$ cat src/rtl/i2c_slave.sv
// I2C target: START/STOP decode, 7-bit address match, write-byte delivery, read-byte serving.
// Latency: SYNC_STG+1 clk from pad edge to action. I2C_STRETCH_EN enables SCL stretching on reads.
module i2c_slave #(
  parameter logic [6:0] SLV_ADDR = 7'h2D,
  parameter int         SYNC_STG = 2
) (
  input  logic       clk,
  input  logic       rst,
  input  logic       scl_i,
  input  logic       sda_i,
  output logic       sda_oe,
  output logic       scl_oe,
  output logic [7:0] rx_data,
  output logic       rx_valid,
  input  logic [7:0] tx_data,
  output logic       tx_req,
  output logic       busy
);

  localparam logic [2:0] IDLE     = 3'd0;
  localparam logic [2:0] ADDR     = 3'd1;
  localparam logic [2:0] ADDR_ACK = 3'd2;
  localparam logic [2:0] WR_DATA  = 3'd3;
  localparam logic [2:0] WR_ACK   = 3'd4;
  localparam logic [2:0] RD_DATA  = 3'd5;
  localparam logic [2:0] RD_ACK   = 3'd6;
  localparam logic [2:0] IGNORE   = 3'd7;

  logic [SYNC_STG-1:0] scl_sync, sda_sync;
  logic                scl_s, sda_s, scl_d, sda_d;
  logic                scl_r, scl_f, sda_r, sda_f;
  logic                start, stop, load_tx;
  logic [2:0]          state;
  logic [2:0]          bit_cnt;
  logic [7:0]          shift;
  logic                rw;
  logic                flag;  // ACK phase entered (ADDR_ACK/WR_ACK) or master ACKed (RD_ACK)

  // Bus idles high, so the synchronizers reset to 1 to avoid a false edge.
  always_ff @(posedge clk or posedge rst) begin
    if (rst) begin
      scl_sync <= '1;
      sda_sync <= '1;
      scl_d    <= 1'b1;
      sda_d    <= 1'b1;
    end else begin
      scl_sync <= {scl_sync[SYNC_STG-2:0], scl_i};
      sda_sync <= {sda_sync[SYNC_STG-2:0], sda_i};
      scl_d    <= scl_s;
      sda_d    <= sda_s;
    end
  end

  assign scl_s = scl_sync[SYNC_STG-1];
  assign sda_s = sda_sync[SYNC_STG-1];
  assign scl_r = scl_s & ~scl_d;
  assign scl_f = ~scl_s & scl_d;
  assign sda_r = sda_s & ~sda_d;
  assign sda_f = ~sda_s & sda_d;
  assign start = sda_f & scl_s;
  assign stop  = sda_r & scl_s;

  assign load_tx = ~start & ~stop & scl_f & flag &
                   (((state == ADDR_ACK) & rw) | (state == RD_ACK));

`ifdef I2C_STRETCH_EN
  localparam logic [2:0] STRETCH_CYC = 3'd4;
  logic       stretching;
  logic [2:0] str_cnt;
`else
  assign scl_oe = 1'b0;
`endif

  always_ff @(posedge clk or posedge rst) begin
    if (rst) begin
      state    <= IDLE;
      bit_cnt  <= 3'd0;
      shift    <= 8'h00;
      rw       <= 1'b0;
      flag     <= 1'b0;
      sda_oe   <= 1'b0;
      rx_data  <= 8'h00;
      rx_valid <= 1'b0;
      tx_req   <= 1'b0;
      busy     <= 1'b0;
`ifdef I2C_STRETCH_EN
      scl_oe     <= 1'b0;
      stretching <= 1'b0;
      str_cnt    <= 3'd0;
`endif
    end else begin
      rx_valid <= 1'b0;
`ifndef I2C_STRETCH_EN
      tx_req   <= 1'b0;
`endif
      if (start || stop) begin
        state   <= start ? ADDR : IDLE;
        bit_cnt <= 3'd0;
        sda_oe  <= 1'b0;
        busy    <= 1'b0;
        flag    <= 1'b0;
`ifdef I2C_STRETCH_EN
        scl_oe     <= 1'b0;
        tx_req     <= 1'b0;
        stretching <= 1'b0;
`endif
      end else begin
        case (state)
          ADDR: if (scl_r) begin
            shift   <= {shift[6:0], sda_s};
            bit_cnt <= bit_cnt + 3'd1;
            if (bit_cnt == 3'd7) begin
              rw   <= sda_s;
              flag <= 1'b0;
              if (shift[6:0] == SLV_ADDR) begin
                state <= ADDR_ACK;
                busy  <= 1'b1;
              end else begin
                state <= IGNORE;
              end
            end
          end
          ADDR_ACK: if (scl_f) begin
            if (!flag) begin
              sda_oe <= 1'b1;
              flag   <= 1'b1;
            end else begin
              flag   <= 1'b0;
              sda_oe <= 1'b0;
              state  <= rw ? RD_DATA : WR_DATA;
            end
          end
          WR_DATA: if (scl_r) begin
            shift   <= {shift[6:0], sda_s};
            bit_cnt <= bit_cnt + 3'd1;
            if (bit_cnt == 3'd7) begin
              rx_data  <= {shift[6:0], sda_s};
              rx_valid <= 1'b1;
              state    <= WR_ACK;
              flag     <= 1'b0;
            end
          end
          WR_ACK: if (scl_f) begin
            if (!flag) begin
              sda_oe <= 1'b1;
              flag   <= 1'b1;
            end else begin
              sda_oe <= 1'b0;
              flag   <= 1'b0;
              state  <= WR_DATA;
            end
          end
          RD_DATA: begin
`ifdef I2C_STRETCH_EN
            if (stretching) begin
              str_cnt <= str_cnt + 3'd1;
              if (str_cnt == STRETCH_CYC) begin
                shift      <= tx_data;
                sda_oe     <= ~tx_data[7];
                tx_req     <= 1'b0;
                scl_oe     <= 1'b0;
                stretching <= 1'b0;
              end
            end else
`endif
            if (scl_f) begin
              if (bit_cnt == 3'd7) begin
                sda_oe  <= 1'b0;
                bit_cnt <= 3'd0;
                flag    <= 1'b0;
                state   <= RD_ACK;
              end else begin
                shift   <= {shift[6:0], 1'b0};
                sda_oe  <= ~shift[6];
                bit_cnt <= bit_cnt + 3'd1;
              end
            end
          end
          RD_ACK: begin
            if (scl_r) begin
              if (!sda_s) begin
                flag <= 1'b1;
              end else begin
                state  <= IGNORE;
                sda_oe <= 1'b0;
              end
            end else if (scl_f && flag) begin
              flag  <= 1'b0;
              state <= RD_DATA;
            end
          end
          default: sda_oe <= 1'b0;
        endcase

        // Read byte load: at the end of the address ACK or after a master ACK.
        if (load_tx) begin
          bit_cnt <= 3'd0;
          tx_req  <= 1'b1;
`ifdef I2C_STRETCH_EN
          sda_oe     <= 1'b0;
          scl_oe     <= 1'b1;
          stretching <= 1'b1;
          str_cnt    <= 3'd0;
`else
          shift  <= tx_data;
          sda_oe <= ~tx_data[7];
`endif
        end
      end
    end
  end

endmodule
$ cat config.mk
export PLATFORM = sky130hd
export DESIGN_NAME = i2c_slave
export DESIGN_NICKNAME = d
export VERILOG_FILES = /design/src/rtl/i2c_slave.sv
export SDC_FILE = /design/constraint.sdc
export NUM_CORES = 1
export LEC_CHECK = 0
export ABC_CLOCK_PERIOD_IN_PS = 2200
export CAP_MARGIN = 25
export CORE_MARGIN = 2
export CORE_UTILIZATION = 53
export DETAILED_ROUTE_END_ITERATION = 6
export GPL_TIMING_DRIVEN = 0
export PLACE_DENSITY_LB_ADDON = 0.1
export SETUP_SLACK_MARGIN = 0.15
export SKIP_CTS_REPAIR_TIMING = 1
export SLEW_MARGIN = 30
export SYNTH_ARGS = -nofsm -noshare
export SYNTH_HDL_FRONTEND = slang
export SYNTH_SLANG_ARGS = --single-unit
$ cat constraint.sdc
create_clock -name clk -period 2.2 [get_ports clk]
set_input_delay 0.22 -clock clk [delete_from_list [all_inputs] [get_ports clk]]
set_output_delay 0.22 -clock clk [all_outputs]
set_load 0.02 [all_outputs]
Fig. 1: run 1, sequential cells coloured by netlist name
Scale: 8 px per µm. Other sequential cells in the stronger grey, the rest of the logic in the fainter grey.
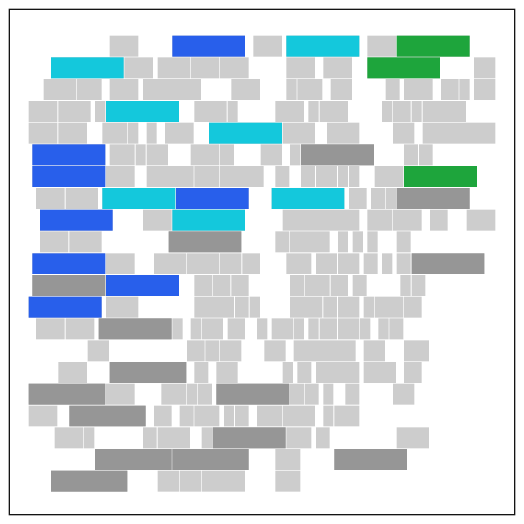
| signal | colour | flops |
|---|---|---|
| shift | cyan | 7 |
| rx_data | blue | 8 |
| bit_cnt | green | 3 |
not coloured: 15

Fig. 2: run 1, a small window of the routed layout
Region (35, 35) to (60, 60) µm. Cells in grey, sequential cells in the stronger grey; small squares are vias.
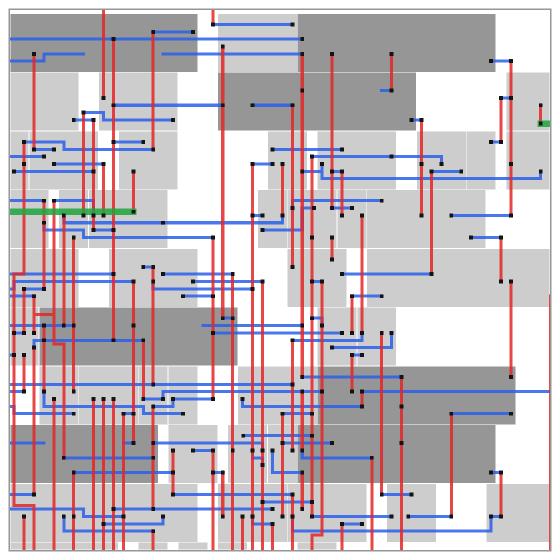
| layer | colour |
|---|---|
| met2 | red |
| met3 | green |
| met1 | blue |
most frequent: dfrtp_1 (7), clkdlybuf4s50_1 (5)
netlist names of flops here include: bit_cnt (3), shift (2)
cells with their middle in the window: 45
sequential cells in the window: 7

Fig. 3: run 1, selected gate families
Scale: 4 px per µm.
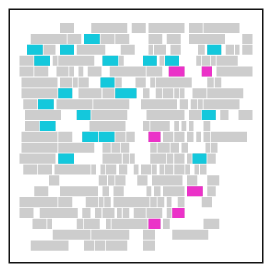
| family | colour | cells |
|---|---|---|
| multiplexers | cyan | 19 |
| AND-OR and OR-AND gates | magenta | 6 |
most numerous logic cell after layout: dfrtp_1
Comb area share: 41.86%
non-filler cells, final: 255

[run 1: report_power, final]
part / switching (mW) / leakage (nW) / total [mW] / internal [mW]
sequential: 0.115 / 0.426 / 0.849 / 0.734
combinational: 0.589 / 0.490 / 1.07 / 0.485
clock: 0.203 / 0.0326 / 0.360 / 0.158
total: 0.907 / 0.948 / 2.28 / 1.38
[run 1: logic make-up (layout without fill, tap and decap cells)]
family	count (synthesis)	after routing	share of synthesized area [%]
muxes	19	19	11.19
and+or+nand+nor	60	60	18.05
adders and majority gates	2	2	1.357
buffers and inverters	15	50	5.223
AOI/OAI and AO/OA	43	43	18.32
other	1	1	0.2033
xor gates and xnor gates	1	1	0.4750
DFF	33	33	45.18
[run 1: worst min-delay path by stage]
stage	from	end	cells after the start
6_report	sda_i	sda_sync[0]	1
5_1_grt	scl_i	scl_sync[0]	1
4_1_cts	scl_i	scl_sync[0]	1
3_5_place_dp	scl_sync[0]	scl_sync[1]	0
3_3_place_gp	scl_sync[0]	scl_sync[1]	0
2_1_floorplan	scl_i	scl_sync[0]	0
[run 1: state kept, by name, indices dropped and copies added (netlist names)]
name and cells:
sda_d 1, scl_sync 2, busy 1, scl_d 1, sda_sync 2, rx_valid 1, flag 1, sda_oe 1
tx_req 1, state 3, rw 1, rx_data 8, bit_cnt 3, shift 7
[run 1: per-stage QoR]
stage / setup WS [ns] / total power [mW] / std cells / hold slack [ns]
detailed placement: 0.1036 / 1.845 / 243 / 0.3516
CTS: 0.08639 / 2.212 / 251 / 0.2796
global route: 0.1506 / 2.440 / 255 / 0.2837
floorplan: 0.3455 / 1.613 / 174 / 0.2245
global placement: 0.1478 / 1.800 / 243 / 0.3456
finish: 0.2167 / 2.283 / 255 / 0.2926
[run 1: layer usage]
layer  global-route usage [%]  part of all wire [%]  wire length, µm  vias up
met1                    27.52                    44             1794      737
met4                    9.444                   2.8              114        0
met2                    34.57                    48             1977       42
met3                    5.946                   4.9              202       14
met5                        0                     0                0        -
li1                         -                     -                -      699
[run 1: critical path, stage by stage (launching register included)]
cell and delay (ns):
dfrtp_1 0.52, buf_2 0.28, o211ai_1 0.22, a2111o_1 0.54, mux2_4 0.32
[run 1: cell type report]
cell class              count  area, µm²
flip-flops and latches     33      833.3
multi-input cells         126      949.7
well taps                  46      57.56
fillers                   255       1069
clock buffers               8      58.81
inverters                   3      11.26
plain buffers              12      85.08
repair buffers             27      272.8
[run 1: cells in the mapped netlist (all sizes together), types with 2 or more instances]
library cell  count
or3               2
ha                2
o31ai             2
inv               3
nor3              4
mux2i             9
a211oi            3
nor4              2
nand3b            3
dfstp             6
a21oi             6
nor2b             5
a2111o            2
nand3             4
o21ai            14
a31oi             2
buf              11
nand2b            5
o211ai            2
o21bai            2
mux2             10
nor2             11
dfrtp            27
nand2            16
==> impl_metrics.ini, run 1 <==
; physical design summary
[outcome]
status = completed

[global_route]
grt_pass1_vias = 1488
grt_pass1_wl_um = 6748
grt-ovfl-total = 0
grt_use_total_pct = 21.67
antenna_found_initial = 0
grt_max_degree = 34

[clocking]
cts_tree = yes
clockBufferDepth = 2
root_buffer = clkbuf_4
clkSlewWorstSetupHoldPaths_ns = 0.11
htreeDepth = 2
cts.sinks = 33
cts_buffers = 5
insertion_delay_ns = 0.34

[routing]
drt_iter0_drc = 77
routed-via-count = 1492
wl_um = 4089
ant_nets = 0
drtPass1Iterations = 4
wl_per_cell_um = 16.04
vias_per_cell = 5.851
drc = 0

[power]
ir_worst_vdd_mv = 0.4660
p_leak_nw = 0.9482
power_density_nw_per_um2 = 1006

[setup_path]
worst-path-max-fanout = 10
ff2ff_setup_slack_ns = 0.22
path_class = reg -> reg
endpoint = shift[0]
cp.arrival_ns = 2.23
critPathCaptureType = flop
crit_start = state[0]
r2r_cells = 4
regToRegEndpoint = shift[0]
cp-start-kind = flop
required_ns = 2.44
timing.rr.start = state[0]

[timing]
finalCriticalPeriod_ns = 1.983
slew_headroom_pct = 55.01
finalCritPeriodShare_pct = 90.15
fmaxAchievable_mhz = 504.2
rsz0062_at_grt = false
setup_viol = 0
hold_violations = 0
worstMarginPinSlew_ns = 0.6739
tns_ns = 0
fin_skew_ns = 0.02158
slew_viol_final = 0

[die]
initial_core_util_pct = 55.27
core_area_um2 = 3337
die_y_um = 62.99
rows = 21
die_area_um2 = 3968
ios = 25
die_w_um = 62.99

[layout]
drive_gt1_share_pct = 25.36
fin_area_um2 = 2268
finish.net_count = 222
antenna_cells = 0
layout.core_utilization_pct = 67.98
layout-area-overhead-vs-synth_pct = 23.00
lay_top_cells = dfrtp_1 (27), clkdlybuf4s50_1 (23), nand2_1 (16)

[synthesis]
top_cells_by_area = dfrtp_1 (37%), dfstp_2 (8.5%), mux2i_1 (4.9%), mux2_2 (4.3%), nand2_1 (3.3%)
syn_avg_cell_area_um2 = 10.60
netlist_instances = 174
yosysCellCount = 174
ys_area_um2 = 1844
ys_warn_count = 0
synth-edff-count = 0
synthArstFlopShare_pct = 100.0
syn_area_um2 = 1844
synth_flops = 33
synth.top_cell.area_share_pct = 36.64
ys_seq_share_pct = 45.18
synth.distinct_cells = 56
synthesis.nets = 188
ff_type = dfrtp_1
top_area_cell = dfrtp_1

[placement]
place_area_um2 = 2132
place_congestion = 0.8803
dp_hpwl_um = 2923
portBuffers = 23

[run]
cap_violations = 0
warnings = 26

[min_path]
min-delay-path-class = in -> reg
==> run 1 -> run 2 <==
--- a/config.mk
+++ b/config.mk
@@ -7,6 +7,7 @@
 export LEC_CHECK = 0
 export ABC_CLOCK_PERIOD_IN_PS = 2200
 export CAP_MARGIN = 25
+export CORE_ASPECT_RATIO = 0.75
 export CORE_MARGIN = 2
 export CORE_UTILIZATION = 53
 export DETAILED_ROUTE_END_ITERATION = 6
Fig. 4: run 2, a small window of the routed layout
Region (42, 29) to (67, 54) µm. Cells in grey, sequential cells in the stronger grey; small squares are vias.
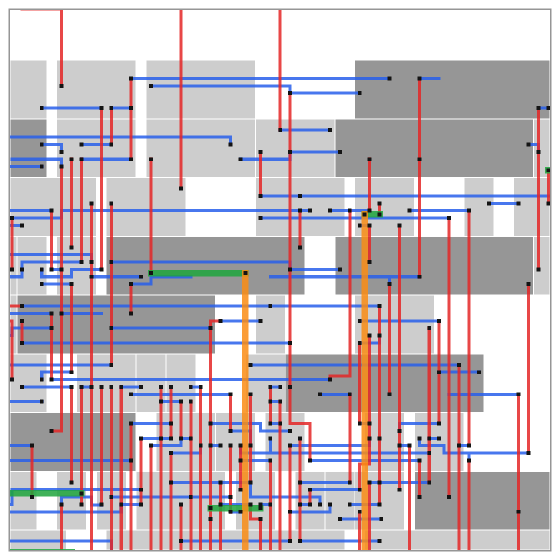
| layer | colour |
|---|---|
| met2 | red |
| met3 | green |
| met1 | blue |
| met4 | orange |
netlist names of flops here include: bit_cnt (2), rx_data (2), shift (2)
cells with their middle in the window: 40
most frequent: dfrtp_1 (8), nand2_1 (4)
sequential cells in the window: 8

==> run 2 against run 1 <==
Synthesized area unchanged. Clock skew down 0.016 ns. Sequential power up 0.9%. Flip-flop count unchanged. Synthesized cell count unchanged. Register-to-register slack worse by 0.02 ns. Via count down 1.3%. Count of clock-buffer cells in the layout down 1. Routed wire length up 1.8%. Combinational power about the same. Worst hold slack better by 0.045 ns. Critical path type unchanged. Critical endpoint is now shift[1]. Largest power group unchanged. Highest routed layer unchanged.
==> impl_metrics.ini, run 2 <==
; physical design summary
[layout]
layout.core_utilization_pct = 69.65
drive_gt1_share_pct = 25.36
layout_top_cell = dfrtp_1
lay_top_cells = dfrtp_1 (27), clkdlybuf4s50_1 (23), nand2_1 (16)
largest_reg_flops = 8
layout-area-overhead-vs-synth_pct = 25.03
antenna_cells = 0
largest-register = rx_data
finish.net_count = 222

[outcome]
status = completed

[min_path]
min_from = scl_i
whs_endpoint = scl_sync[0]
min_delay_path_depth = 1

[global_route]
grt_pass1_vias = 1395
grt_pass1_wl_um = 6575
grt-ovfl-total = 0
grt_use_total_pct = 22.35

[setup_path]
timing.rr.start = state[0]
ff2ff_setup_slack_ns = 0.19
r2r_cells = 6
regToRegEndpoint = shift[1]
path_cells = buf_2 > o211ai_1 > a2111o_1 > buf_6 > nand2_1 > o21ai_2
cpPeakStageDelay_ns = 0.54
required_ns = 2.37
critPathCaptureType = flop
cp.arrival_ns = 2.18
worst-path-max-fanout = 10
path_class = reg -> reg
cpMaxStageDelayCell = a2111o_1

[timing]
whs_ns = 0.3380
setup_viol = 0
tns_ns = 0
fmaxAchievable_mhz = 498.1
finalCriticalPeriod_ns = 2.008
slew_headroom_pct = 55.39
worstMarginPinSlew_ns = 0.6681
hold_violations = 0
finalCritPeriodShare_pct = 91.26
rsz0062_at_grt = true
slew_viol_final = 0

[die]
die_y_um = 55.09
initial_core_util_pct = 55.71
rows = 18
die_w_um = 72.12
core_area_um2 = 3311
die_area_um2 = 3972

[synthesis]
ys_area_um2 = 1844
netlist_instances = 174
synth-edff-count = 0
ys_seq_share_pct = 45.18
synth.distinct_cells = 56
synth_flops = 33
yosysCellCount = 174
ff_type = dfrtp_1
common_cells = dfrtp_1 (27), nand2_1 (16), nor2_1 (11)
top_cells_by_area = dfrtp_1 (37%), dfstp_2 (8.5%), mux2i_1 (4.9%), mux2_2 (4.3%), nand2_1 (3.3%)
syn_avg_cell_area_um2 = 10.60
synthesis.nets = 188

[power]
ir_worst_vdd_mv = 0.5108
p_sw_share_pct = 37.15
p_leak_nw = 0.9745
p_switching_mw = 0.9353
seqPwrFrac_pct = 34.1
power_density_nw_per_um2 = 1092
p_comb_share_pct = 42.4

[routing]
vias_per_cell = 5.912
drtPass1Iterations = 4
ant_nets = 0
wl_um = 4161
drt_iter0_drc = 214
wl_per_cell_um = 16.71
routed-via-count = 1472

[clocking]
insertion_delay_ns = 0.29
clockBufferDepth = 2
htreeDepth = 2

[placement]
place_congestion = 0.9433
dp_hpwl_um = 2877

[run]
warnings = 27
cap_violations = 0
Fig. 5: run 2, sequential cells coloured by netlist name
Scale: 6 px per µm. Other sequential cells in the stronger grey, the rest of the logic in the fainter grey.
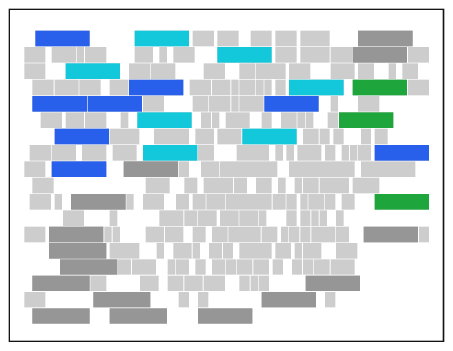
| signal | colour | flops |
|---|---|---|
| bit_cnt | green | 3 |
| rx_data | blue | 8 |
| shift | cyan | 7 |
Reg area: 833.3 µm²
flop share of the area: 36.14%
sequential power: 0.857 mW

==> run 2: cell type report <==
type | count | area (µm²)
Multi-Input combinational cell | 126 | 947.2
Fill cell | 249 | 1005
Tap cell | 40 | 50.05
Buffer | 12 | 87.58
Timing Repair Buffer | 27 | 260.3
Inverter | 3 | 11.26
Sequential cell | 33 | 833.3
Clock buffer | 7 | 86.33
Clock inverter | 1 | 30.03
==> run 2: worst max path at each step <==
| stage | depth (start not counted) | slack [ns] | startpoint | endpoint |
|---|---|---|---|---|
| detailed placement | 6 | 0.10 | sda_sync[1] | rx_data[0] |
| finish | 6 | 0.19 | state[0] | shift[1] |
| global route | 7 | 0.10 | bit_cnt[0] | state[2] |
| CTS | 6 | 0.09 | sda_sync[1] | rx_data[5] |
| global placement | 6 | 0.13 | sda_sync[1] | rx_data[2] |
| floorplan | 5 | 0.35 | scl_d | shift[0] |
==> run 2: logic make-up (layout without fill, tap and decap cells) <==
group	count (synthesis)	after routing	synth area share [%]
simple gates	60	60	18.05
compound gates	43	43	18.32
other cells	1	1	0.2033
flops	33	33	45.18
buf+inv	15	50	5.223
fa+ha+maj	2	2	1.357
mux	19	19	11.19
xor+xnor	1	1	0.4750
==> run 2: power by group through the flow <==
stage          clock network, mW  logic, mW  registers, mW
4_1_cts                    0.601      0.994          0.847
2_1_floorplan                  0      0.782          0.831
3_3_place_gp                   0      0.949          0.851
3_5_place_dp                   0      0.986          0.857
5_1_grt                    0.627       1.16          0.877
6_report                   0.592       1.07          0.857
==> run 2: through the flow <==
step	std cells	total power [mW]
2_1_floorplan	174	1.613
3_3_place_gp	237	1.801
3_5_place_dp	237	1.842
4_1_cts	245	2.443
5_1_grt	249	2.661
6_report	249	2.518
==> run 2: metal layers <==
metal	share of wire [%]	track usage [%]	up-vias
li1	-	-	702
met1	46	29.45	703
met2	45	35.78	61
met3	7.9	5.435	6
met4	1.3	9.434	0
met5	0	0	-
==> run 2: critical path: cells and delay by family (launching register included) <==
| kind | cells | cell delay (ns) |
|---|---|---|
| flops | 1 | 0.53 |
| compound gates | 3 | 0.80 |
| simple gates | 1 | 0.08 |
| buf+inv | 2 | 0.48 |
==> run 2 -> run 3 <==
--- a/config.mk
+++ b/config.mk
@@ -5,11 +5,11 @@
 export SDC_FILE = /design/constraint.sdc
 export NUM_CORES = 1
 export LEC_CHECK = 0
-export ABC_CLOCK_PERIOD_IN_PS = 2200
+export ABC_CLOCK_PERIOD_IN_PS = 1800
 export CAP_MARGIN = 25
 export CORE_ASPECT_RATIO = 0.75
 export CORE_MARGIN = 2
-export CORE_UTILIZATION = 53
+export CORE_UTILIZATION = 49
 export DETAILED_ROUTE_END_ITERATION = 6
 export GPL_TIMING_DRIVEN = 0
 export PLACE_DENSITY_LB_ADDON = 0.1
==> constraint.sdc (replaced) <==
create_clock -name clk -period 1.8 [get_ports clk]
set_input_delay 0.18 -clock clk [delete_from_list [all_inputs] [get_ports clk]]
set_output_delay 0.18 -clock clk [all_outputs]
set_load 0.02 [all_outputs]
Fig. 6: run 3, a small window of the routed layout
Region (44, 30) to (69, 55) µm. Cells in grey, sequential cells in the stronger grey; small squares are vias.
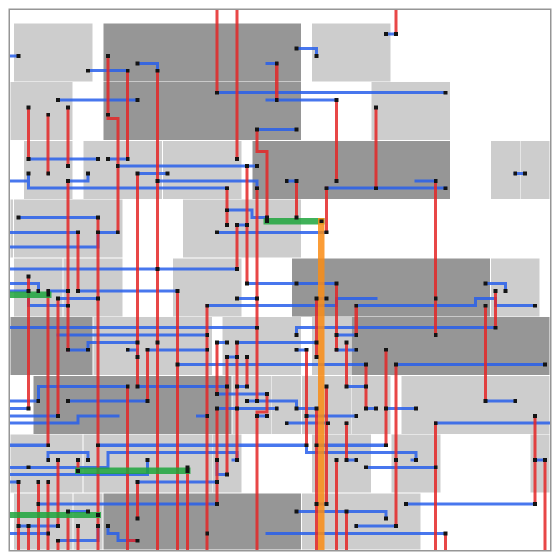
| layer | colour |
|---|---|
| met1 | blue |
| met2 | red |
| met3 | green |
| met4 | orange |
most frequent: dfrtp_1 (7), clkdlybuf4s50_1 (4)
cells with their middle in the window: 37
netlist names of flops here include: bit_cnt (3), rx_data (2)
sequential cells in the window: 7

==> run 3 against run 2 <==
Clock power fell by 5.2%. Clock skew rose by 0.0055 ns. Highest routed layer unchanged. The run now ends with negative setup slack left. Worst hold slack got worse by 0.025 ns. Largest power group unchanged. Synthesized cell count did not move. Die size rose by 7.6%.
==> impl_metrics.ini, run 3 <==
; physical design summary
[run]
warnings = 28
cap_violations = 0

[timing]
rsz0062_at_grt = true
setup_viol = 20
fmaxAchievable_mhz = 503.9
finalCriticalPeriod_ns = 1.985
whs_ns = 0.3130
slew_viol_final = 0
tns_ns = -2.030
worstMarginPinSlew_ns = 0.6730
slew_headroom_pct = 55.07
finalCritPeriodShare_pct = 110.3
fin_skew_ns = 0.01091
setup_slack_ns = -0.1846

[synthesis]
top_cells_by_area = dfrtp_1 (37%), dfstp_2 (8.5%), mux2i_1 (4.9%), mux2_2 (4.3%), nand2_1 (3.3%)
synth.distinct_cells = 56
ys_seq_share_pct = 45.18
netlist_instances = 174
synthArstFlopShare_pct = 100.0
synth.top_cell.area_share_pct = 36.64
syn_area_um2 = 1844
yosysCellCount = 174
synth_flops = 33
synthesis.nets = 188
synth_dominant_cell_count = dfrtp_1
ys_area_um2 = 1844
ff_type = dfrtp_1

[routing]
vias_per_cell = 5.679
routed-via-count = 1522
ant_nets = 0
drc = 0
wl_um = 4247
drtPass1Iterations = 7

[global_route]
grt-ovfl-total = 0
grt_pass1_wl_um = 6561
grt_pass1_vias = 1374
grt_max_degree = 34
grt_use_total_pct = 20.30
antenna_found_initial = 0

[placement]
place_ws_ns = -0.2561
place_area_um2 = 2193
portBuffers = 23
place_inst = 249
dp_hpwl_um = 2887

[power]
power_density_nw_per_um2 = 1242
ir_worst_vdd_mv = 0.6515
p_leak_nw = 1.015

[die]
die_y_um = 57.13
rows = 19
initial_core_util_pct = 50.71
core_area_um2 = 3637

[layout]
fin_area_um2 = 2499
largest_reg_flops = 8
finish.net_count = 229
lay_top_cells = dfrtp_1 (26), clkdlybuf4s50_1 (23), nor2_1 (10), buf_4 (10)
largest_registers = rx_data x8, shift x7
drive_gt1_share_pct = 37.04
fillers = 275
layout-area-overhead-vs-synth_pct = 35.48
antenna_cells = 0
final_cells = 268
largest-register = rx_data

[setup_path]
cpPeakStageDelay_ns = 0.57
cp_top_family = AND-OR/OR-AND gates
cp.arrival_ns = 2.16
crit_buf_inv = 1
path_cells = nor2b_4 > buf_6 > o2111ai_4 > a2111o_1 > mux2_4
worst-path-max-fanout = 8
cpMaxStageDelayCell = a2111o_1
cp-start-kind = flop

[clocking]
cts_tree = yes
clkSlewWorstSetupHoldPaths_ns = 0.07
clockBufferDepth = 2
htreeDepth = 2
root_buffer = clkbuf_8

[outcome]
status = finished, violations left
violations = negative setup slack
Fig. 7: run 3, sequential cells coloured by netlist name
Scale: 6 px per µm. Other sequential cells in the stronger grey, the rest of the logic in the fainter grey.
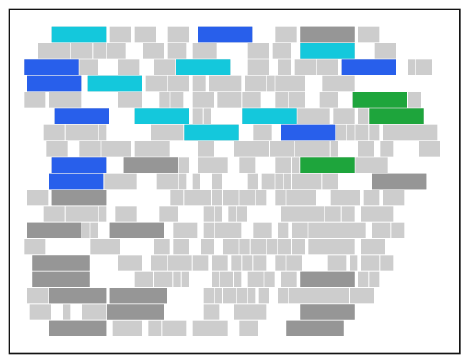
| signal | colour | flops |
|---|---|---|
| rx_data | blue | 8 |
| shift | cyan | 7 |
| bit_cnt | green | 3 |
sequential power: 1.07 mW
Reg area: 834.6 µm²
post-layout util: 68.70%
flop share of the area: 33.40%

-- run 3: cell counts after synthesis --
No cell type changed its count.
-- run 3: final cells by class --
class	instances	area, µm²	share of cell area, %
Buffer	12	93.84	3.756
Tap cell	52	65.06	2.604
Sequential cell	33	834.6	33.40
Multi-Input combinational cell	126	1070	42.81
Timing Repair Buffer	34	329.1	13.17
Clock buffer	8	90.09	3.605
Inverter	3	16.27	0.6510
-- run 3: power by group --
| group | internal, mW | switching (mW) | leakage, nW | total (mW) |
|---|---|---|---|---|
| clock network | 0.311 | 0.249 | 0.0455 | 0.561 |
| logic | 0.695 | 0.777 | 0.545 | 1.47 |
| registers | 0.901 | 0.170 | 0.424 | 1.07 |
-- run 3: final timing paths --
| kind | from | to | cells after the start |
|---|---|---|---|
| worst max-delay path | scl_d | shift[0] | 5 |
| worst min-delay path | scl_i | scl_sync[0] | 1 |
| worst max register to register | scl_d | shift[0] | 5 |
| worst min register to register | scl_sync[0] | scl_sync[1] | 0 |
| max in group asynchronous | rst | state[0] | 2 |
| min in group asynchronous | rst | shift[4] | 2 |
-- run 3: routing by layer --
metal	GRT usage, %	vias up	share of wire, %
met1	31.39	742	47
met2	27.32	60	45
li1	-	716	-
met3	5.300	4	7.1
met4	7.143	0	1.0
met5	0	-	0
-- run 3: logic make-up (layout without fill, tap and decap cells) --
logic type | after synthesis | after routing | synth area share, %
simple gates | 60 | 60 | 18.05
compound gates | 43 | 43 | 18.32
flops | 33 | 33 | 45.18
mux | 19 | 19 | 11.19
buf+inv | 15 | 57 | 5.223
fa+ha+maj | 2 | 2 | 1.357
other cells | 1 | 1 | 0.2033
xor+xnor | 1 | 1 | 0.4750

==> notes/layouts.md <==
Pictures saved along the way, in no particular order.

Routing congestion map.
(a)
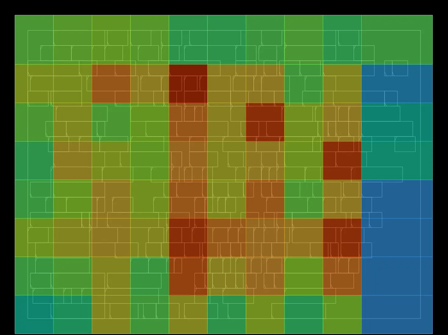
(b)
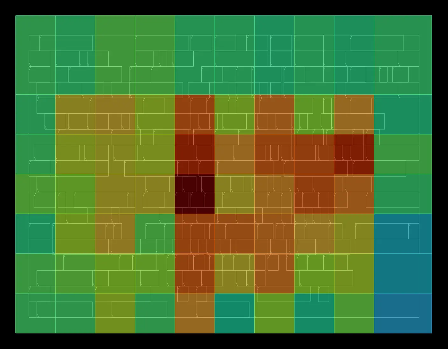
(c)
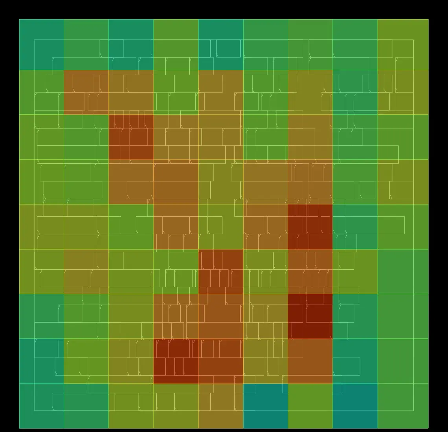
(a) -> run 3
(c) -> run 1
(b) -> run 2

Power and IR drop assume default switching activity.
